<file path="config.mk">
export PLATFORM = sky130hd
export DESIGN_NAME = fifo_reader
export DESIGN_NICKNAME = d
export VERILOG_FILES = /design/src/rtl/fifo_reader.sv
export SDC_FILE = /design/constraint.sdc
export NUM_CORES = 1
export LEC_CHECK = 0
export CORE_UTILIZATION = 38
export DETAILED_ROUTE_END_ITERATION = 8
export PLACE_DENSITY_LB_ADDON = 0.2
export SKIP_CTS_REPAIR_TIMING = 1
export SYNTH_ARGS = -nofsm -noshare
export SYNTH_HDL_FRONTEND = slang
export SYNTH_SLANG_ARGS = --single-unit
export TNS_END_PERCENT = 10
</file>
<file path="constraint.sdc">
create_clock -name clk -period 2.06 [get_ports clk]
set_input_delay 0.309 -clock clk [delete_from_list [all_inputs] [get_ports clk]]
set_output_delay 0.309 -clock clk [all_outputs]
set_load 0.02 [all_outputs]
</file>
<file path="src/rtl/fifo_reader.sv">
// fifo_reader
//   Pulls words out of a 1-cycle-latency FIFO and presents them as a
//   valid/ready stream through a small skid buffer.
//
//   Ports
//     clk, rst      single clock, synchronous active-high reset
//     en            run enable; high permits new FIFO reads
//     fifo_empty    FIFO empty flag
//     fifo_data     FIFO read data, valid the cycle after an accepted read
//     fifo_rd_en    FIFO read strobe
//     m_valid       stream word available (buffer not empty)
//     m_ready       downstream accepts word
//     m_data        stream data (buffer head)
//     busy          controller not idle
//     rd_count      words delivered downstream, wraps at 16 bits
module fifo_reader #(
  parameter int DATA_W    = 16,
  parameter int BUF_DEPTH = 3
) (
  input  logic              clk,
  input  logic              rst,
  input  logic              en,
  input  logic              fifo_empty,
  input  logic [DATA_W-1:0] fifo_data,
  output logic              fifo_rd_en,
  output logic              m_valid,
  input  logic              m_ready,
  output logic [DATA_W-1:0] m_data,
  output logic              busy,
  output logic [15:0]       rd_count
);

  typedef enum logic [1:0] {
    S_IDLE  = 2'd0,
    S_RUN   = 2'd1,
    S_DRAIN = 2'd2
  } state_t;

  state_t            r_state;
  state_t            w_state_nxt;

  logic [1:0]        r_occ;
  logic [1:0]        r_wptr;
  logic [1:0]        r_rptr;
  logic              r_inflight;
  logic [15:0]       r_rd_count;
  logic [DATA_W-1:0] r_buf [0:BUF_DEPTH-1];

  logic              w_push;
  logic              w_pop;
  logic [2:0]        w_pending;
  logic [1:0]        w_occ_nxt;

  // Words already committed to the buffer: stored plus the one on the
  // FIFO read bus. Issuing a read only when this is below the depth
  // guarantees a slot for every returning word, so the strobe never needs
  // to look at m_ready.
  assign w_pending  = {1'b0, r_occ} + {2'b00, r_inflight};

  assign fifo_rd_en = !rst && (r_state == S_RUN) && en && !fifo_empty &&
                      (w_pending < 3'(BUF_DEPTH));

  assign m_valid    = !rst && (r_occ != 2'd0);
  assign m_data     = r_buf[r_rptr];
  assign busy       = !rst && (r_state != S_IDLE);
  assign rd_count   = r_rd_count;

  // A read accepted last cycle lands in the buffer this edge.
  assign w_push     = r_inflight;
  assign w_pop      = m_valid && m_ready;

  always_comb begin
    w_occ_nxt = r_occ;
    case ({w_push, w_pop})
      2'b10:   w_occ_nxt = r_occ + 2'd1;
      2'b01:   w_occ_nxt = r_occ - 2'd1;
      default: w_occ_nxt = r_occ;
    endcase
  end

  // Controller
  always_ff @(posedge clk) begin
    if (rst) r_state <= S_IDLE;
    else     r_state <= w_state_nxt;
  end

  always_comb begin
    w_state_nxt = r_state;
    case (r_state)
      S_IDLE:  if (en) w_state_nxt = S_RUN;
      S_RUN:   if (!en) w_state_nxt = S_DRAIN;
      S_DRAIN: begin
        // Re-enable wins over finishing the drain. A pop on the last
        // buffered word counts as empty, hence the next-occupancy test.
        if (en)
          w_state_nxt = S_RUN;
        else if (!r_inflight && (w_occ_nxt == 2'd0))
          w_state_nxt = S_IDLE;
      end
      default: w_state_nxt = S_IDLE;
    endcase
  end

  // Skid-buffer bookkeeping
  always_ff @(posedge clk) begin
    if (rst) begin
      r_occ      <= 2'd0;
      r_wptr     <= 2'd0;
      r_rptr     <= 2'd0;
      r_inflight <= 1'b0;
      r_rd_count <= 16'd0;
    end else begin
      r_occ      <= w_occ_nxt;
      // Reads only issue while running, so draining never starts a new one;
      // a read already on the bus still completes via w_push.
      r_inflight <= fifo_rd_en;
      if (w_push)
        r_wptr <= (r_wptr == 2'(BUF_DEPTH - 1)) ? 2'd0 : r_wptr + 2'd1;
      if (w_pop) begin
        r_rptr     <= (r_rptr == 2'(BUF_DEPTH - 1)) ? 2'd0 : r_rptr + 2'd1;
        r_rd_count <= r_rd_count + 16'd1;
      end
    end
  end

  // Storage needs no reset: occupancy alone decides what is valid.
  always_ff @(posedge clk) begin
    if (w_push)
      r_buf[r_wptr] <= fifo_data;
  end

  a_no_overflow: assert property (@(posedge clk) disable iff (rst)
    !(w_push && !w_pop && (r_occ == 2'(BUF_DEPTH))));

endmodule

</file>
Fig. 1: drive-strength map
(4 px per µm)
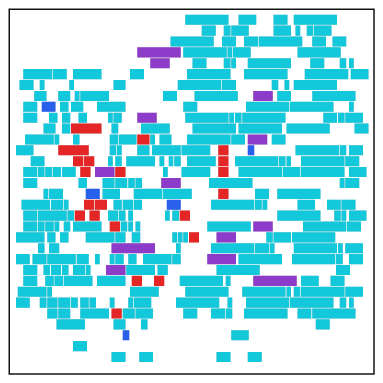
legend:
  red:
    size: drive 3 to 4
    cells: 21
    share: 6.6%
  purple:
    size: drive 6 and up
    cells: 13
    share: 4.1%
  blue:
    size: drive 2
    cells: 5
    share: 1.6%
  cyan:
    size: drive 1 or less
    cells: 277
    share: 88%

Fig. 2: the metal 1 layer
(6 px per µm) Supply wires on this layer in grey.
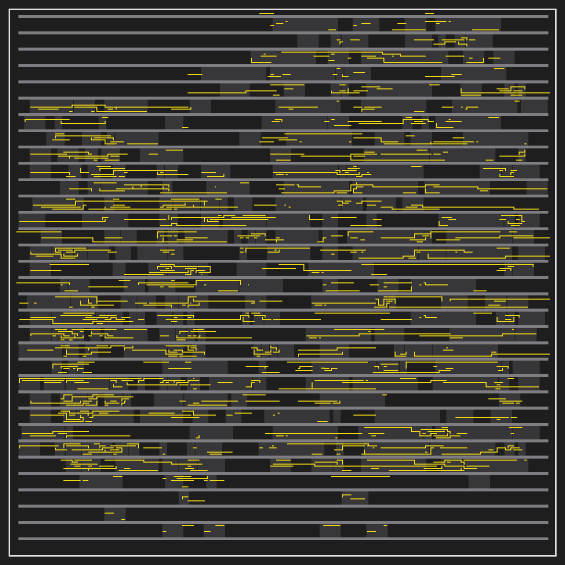
nets with wire on the layer: 297
main direction: horizontal

Fig. 3: placement density heat map
(4 px per µm) The die is cut into 9 by 9 equal tiles; dark blue is low, red is high, 0 to 100% covered.
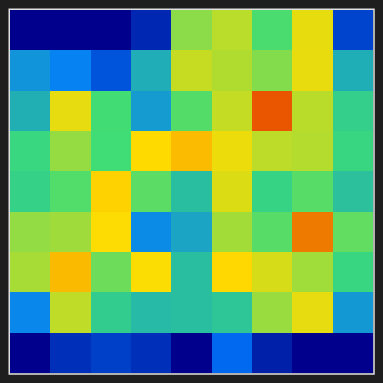
tiles over 75% full: 8.6%
mean over tiles: 48%
fullest tile: 90%
nearly empty tiles: 8.6%

Fig. 4: wires at chosen ports, followed through buffers
(4 px per µm)
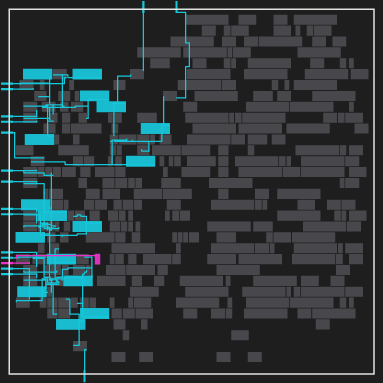
legend:
  magenta:
    port: busy
    bits: 1
    direction: output
    edge: left
    end_cells: 1
    buffers: 1
    wire: 25.5 µm
  cyan:
    port: rd_count
    bits: 16
    direction: output
    edge: 13 left, 2 top, 1 bottom
    end_cells: 16
    buffers: 16
    wire: 606 µm

Fig. 5: cell outlines without signal wires
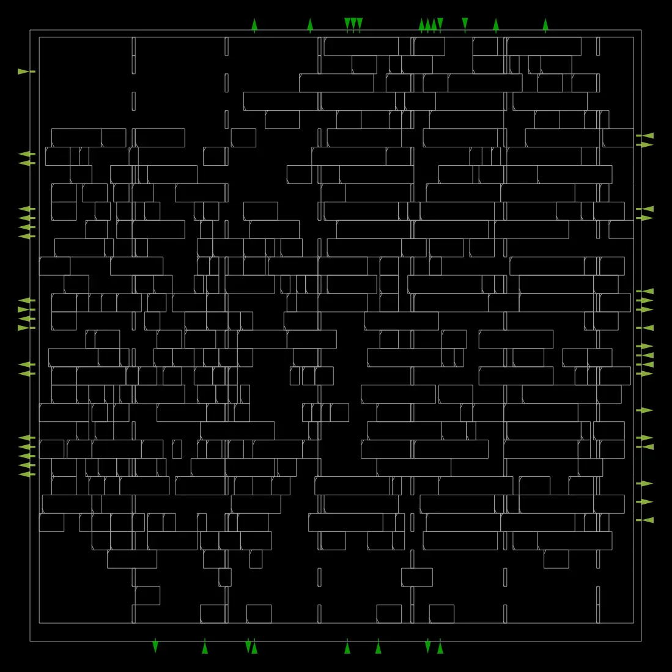
flop share of the area: 48.9%
tap cells: 102

==> notes.md <==
Implementation results. In this run, placement finished with an instance count of 402. The worst-case max-slew headroom was logged as 64.7%. Combinational group power landed at 0.134 mW. Warnings reported by Yosys during synthesis add up to 0. Non-clock buffer instance count of the final layout landed at 73. Count of flip-flops and latches landed at 75. The register with the most flip-flops in the layout has 48 of them. Counting flops with a built-in enable in the synthesized netlist gives 48. Non-clock buffering overhead in the final layout landed at 18.1%. Synthesized-area fraction occupied by xor and xnor cells landed at 2.63%.

Total cell area at the placement stage landed at 3780 µm². Entering global routing, the biggest net connects 23 pins. The main area contributors are sky130_fd_sc_hd__edfxtp_1 (48%), sky130_fd_sc_hd__dfxtp_1 (18%), sky130_fd_sc_hd__mux2i_1 (5.3%). Number of clock sinks landed at 75.

First-pass GRT wire length landed at 8.98 mm. Synthesized netlist cell count landed at 237. Length of routed wiring on met1 landed at 2.66 mm. In the final layout, the multi-input gates occupy 955 µm².

Per the log, the first TritonRoute iteration ended with a DRC count of 39. Number of setup violations in the final report landed at 0. The share of the core area taken by cells at floorplan is 39.0%. In the synthesized netlist, the cells that appear most often are sky130_fd_sc_hd__edfxtp_1 (48), sky130_fd_sc_hd__dfxtp_1 (27), sky130_fd_sc_hd__nand2_1 (26), sky130_fd_sc_hd__o21ai_0 (24), sky130_fd_sc_hd__mux2i_1 (16). The global router reports that the layer with the highest usage is met2. Met3 track demand over resource in global routing landed at 3.37%. Worst-path maximum fanout landed at 4. After Yosys synthesis, AND-OR and OR-AND compound gates account for 8.55% of the synthesized area. In the power breakdown, the internal column shows 2.48 mW. The top cell type by area accounts for 48.1% of the synthesized area.

The largest cell class by area is flip-flops and latches. Count of vias placed by the detailed router landed at 2032. The detailed router used layers up to and including met4.

Number of H-tree branching levels landed at 3. Worst hold slack after final layout landed at 472 ps. The post-synth register bit count is 75. Counting the inverters off the clock network in the layout gives 4.

The number of warnings reported in the stage logs is 26. Number of gates on the worst path with buffers counted landed at 4. The first detailed-routing pass took 4 iterations.

Clock slew seen by the registers of the worst setup and hold paths landed at 80 ps. Mean instance size in the synthesized netlist landed at 12.7 µm². The region available for standard cell placement spans 7690 µm². Looking at the gate-level netlist, the highest instance count belongs to sky130_fd_sc_hd__edfxtp_1.

Via count of the first global-routing pass landed at 1893. Number of nets in the layout landed at 336. Async set-or-reset flop fraction in the synthesized netlist landed at 0%. Number of antenna-violating nets in the routed design landed at 0.

The flow ran to the end, and the final reports show no timing, DRC or antenna violations. The synthesis report names the predominant flop master as sky130_fd_sc_hd__edfxtp_1. Fraction of the cycle the final worst path needs landed at 96.0%.

OpenSTA, run right after detailed placement, puts the worst setup slack at -57.1 ps. Setup repair after global routing left no endpoint under its margin. From left edge to right edge, the die measures 90.8 µm. Adding up every negative setup slack in the final design gives 0 ps. Of the total standard cell area in the layout, the multi-input combinational portion is 23.5%. Per the OpenROAD power report, leakage power amounts to 1.51 nW. For the worst setup path, the data required time is 1750 ps. Per the final layout report, the fraction of cells sized above drive strength 1 comes to 12.3%. Counting cells, the worst reg-to-reg path comes to 8. For the pin with the worst max-slew slack, the measured transition is 528 ps. Total area of sequential cells landed at 1980 µm². For reference, full adder, half adder and majority cells occupy 1.67% of the area reported after synthesis.

TritonCTS built the clock tree. Power attributed to the clock group is 1.34 mW. Counting the clock-network buffers in the layout gives 9.

Global routing finished with a remaining overflow of 0. Number of nets in the synthesized netlist landed at 262. Global routing usage on met1 landed at 18.0%.

After floorplanning, the core was divided into 32 placement rows. In this run the worst setup path begins at rst. 56 I/O pins were placed.

The largest part of the power goes to sequential cells. Counting endpoints that fail hold in the final report gives 0. The DRC violation total left in the routed layout is recorded as 0. The share of total power dissipated in sequential elements is 52.2%. In this run the clock root is driven by a sky130_fd_sc_hd__clkbuf_8.

Listed in order, past its start point the critical path passes clkdlybuf4s50_1 > buf_4 > nor2_1 > clkdlybuf4s50_1. The synthesized design spends more area on one cell type than any other, namely sky130_fd_sc_hd__edfxtp_1. The global routing report lists combined usage of all routing layers as 14.4%. For hold timing, the worst endpoint is rd_count[15]$_SDFFE_PP0N_. The largest register by flop count is r_buf. Worst setup slack after layout landed at 82.6 ps. Switching portion of total power landed at 19.6%. Yosys-reported design area after synthesis landed at 3000 µm². Number of filler cells placed in the layout landed at 683. Power spread over the standard cell area amounts to 760 nW/µm².

STA lists the endpoint of the worst register-to-register path as r_state[1]$_SDFFE_PP0P_.
No activity file was given, so power comes from the tool's default toggle rates.
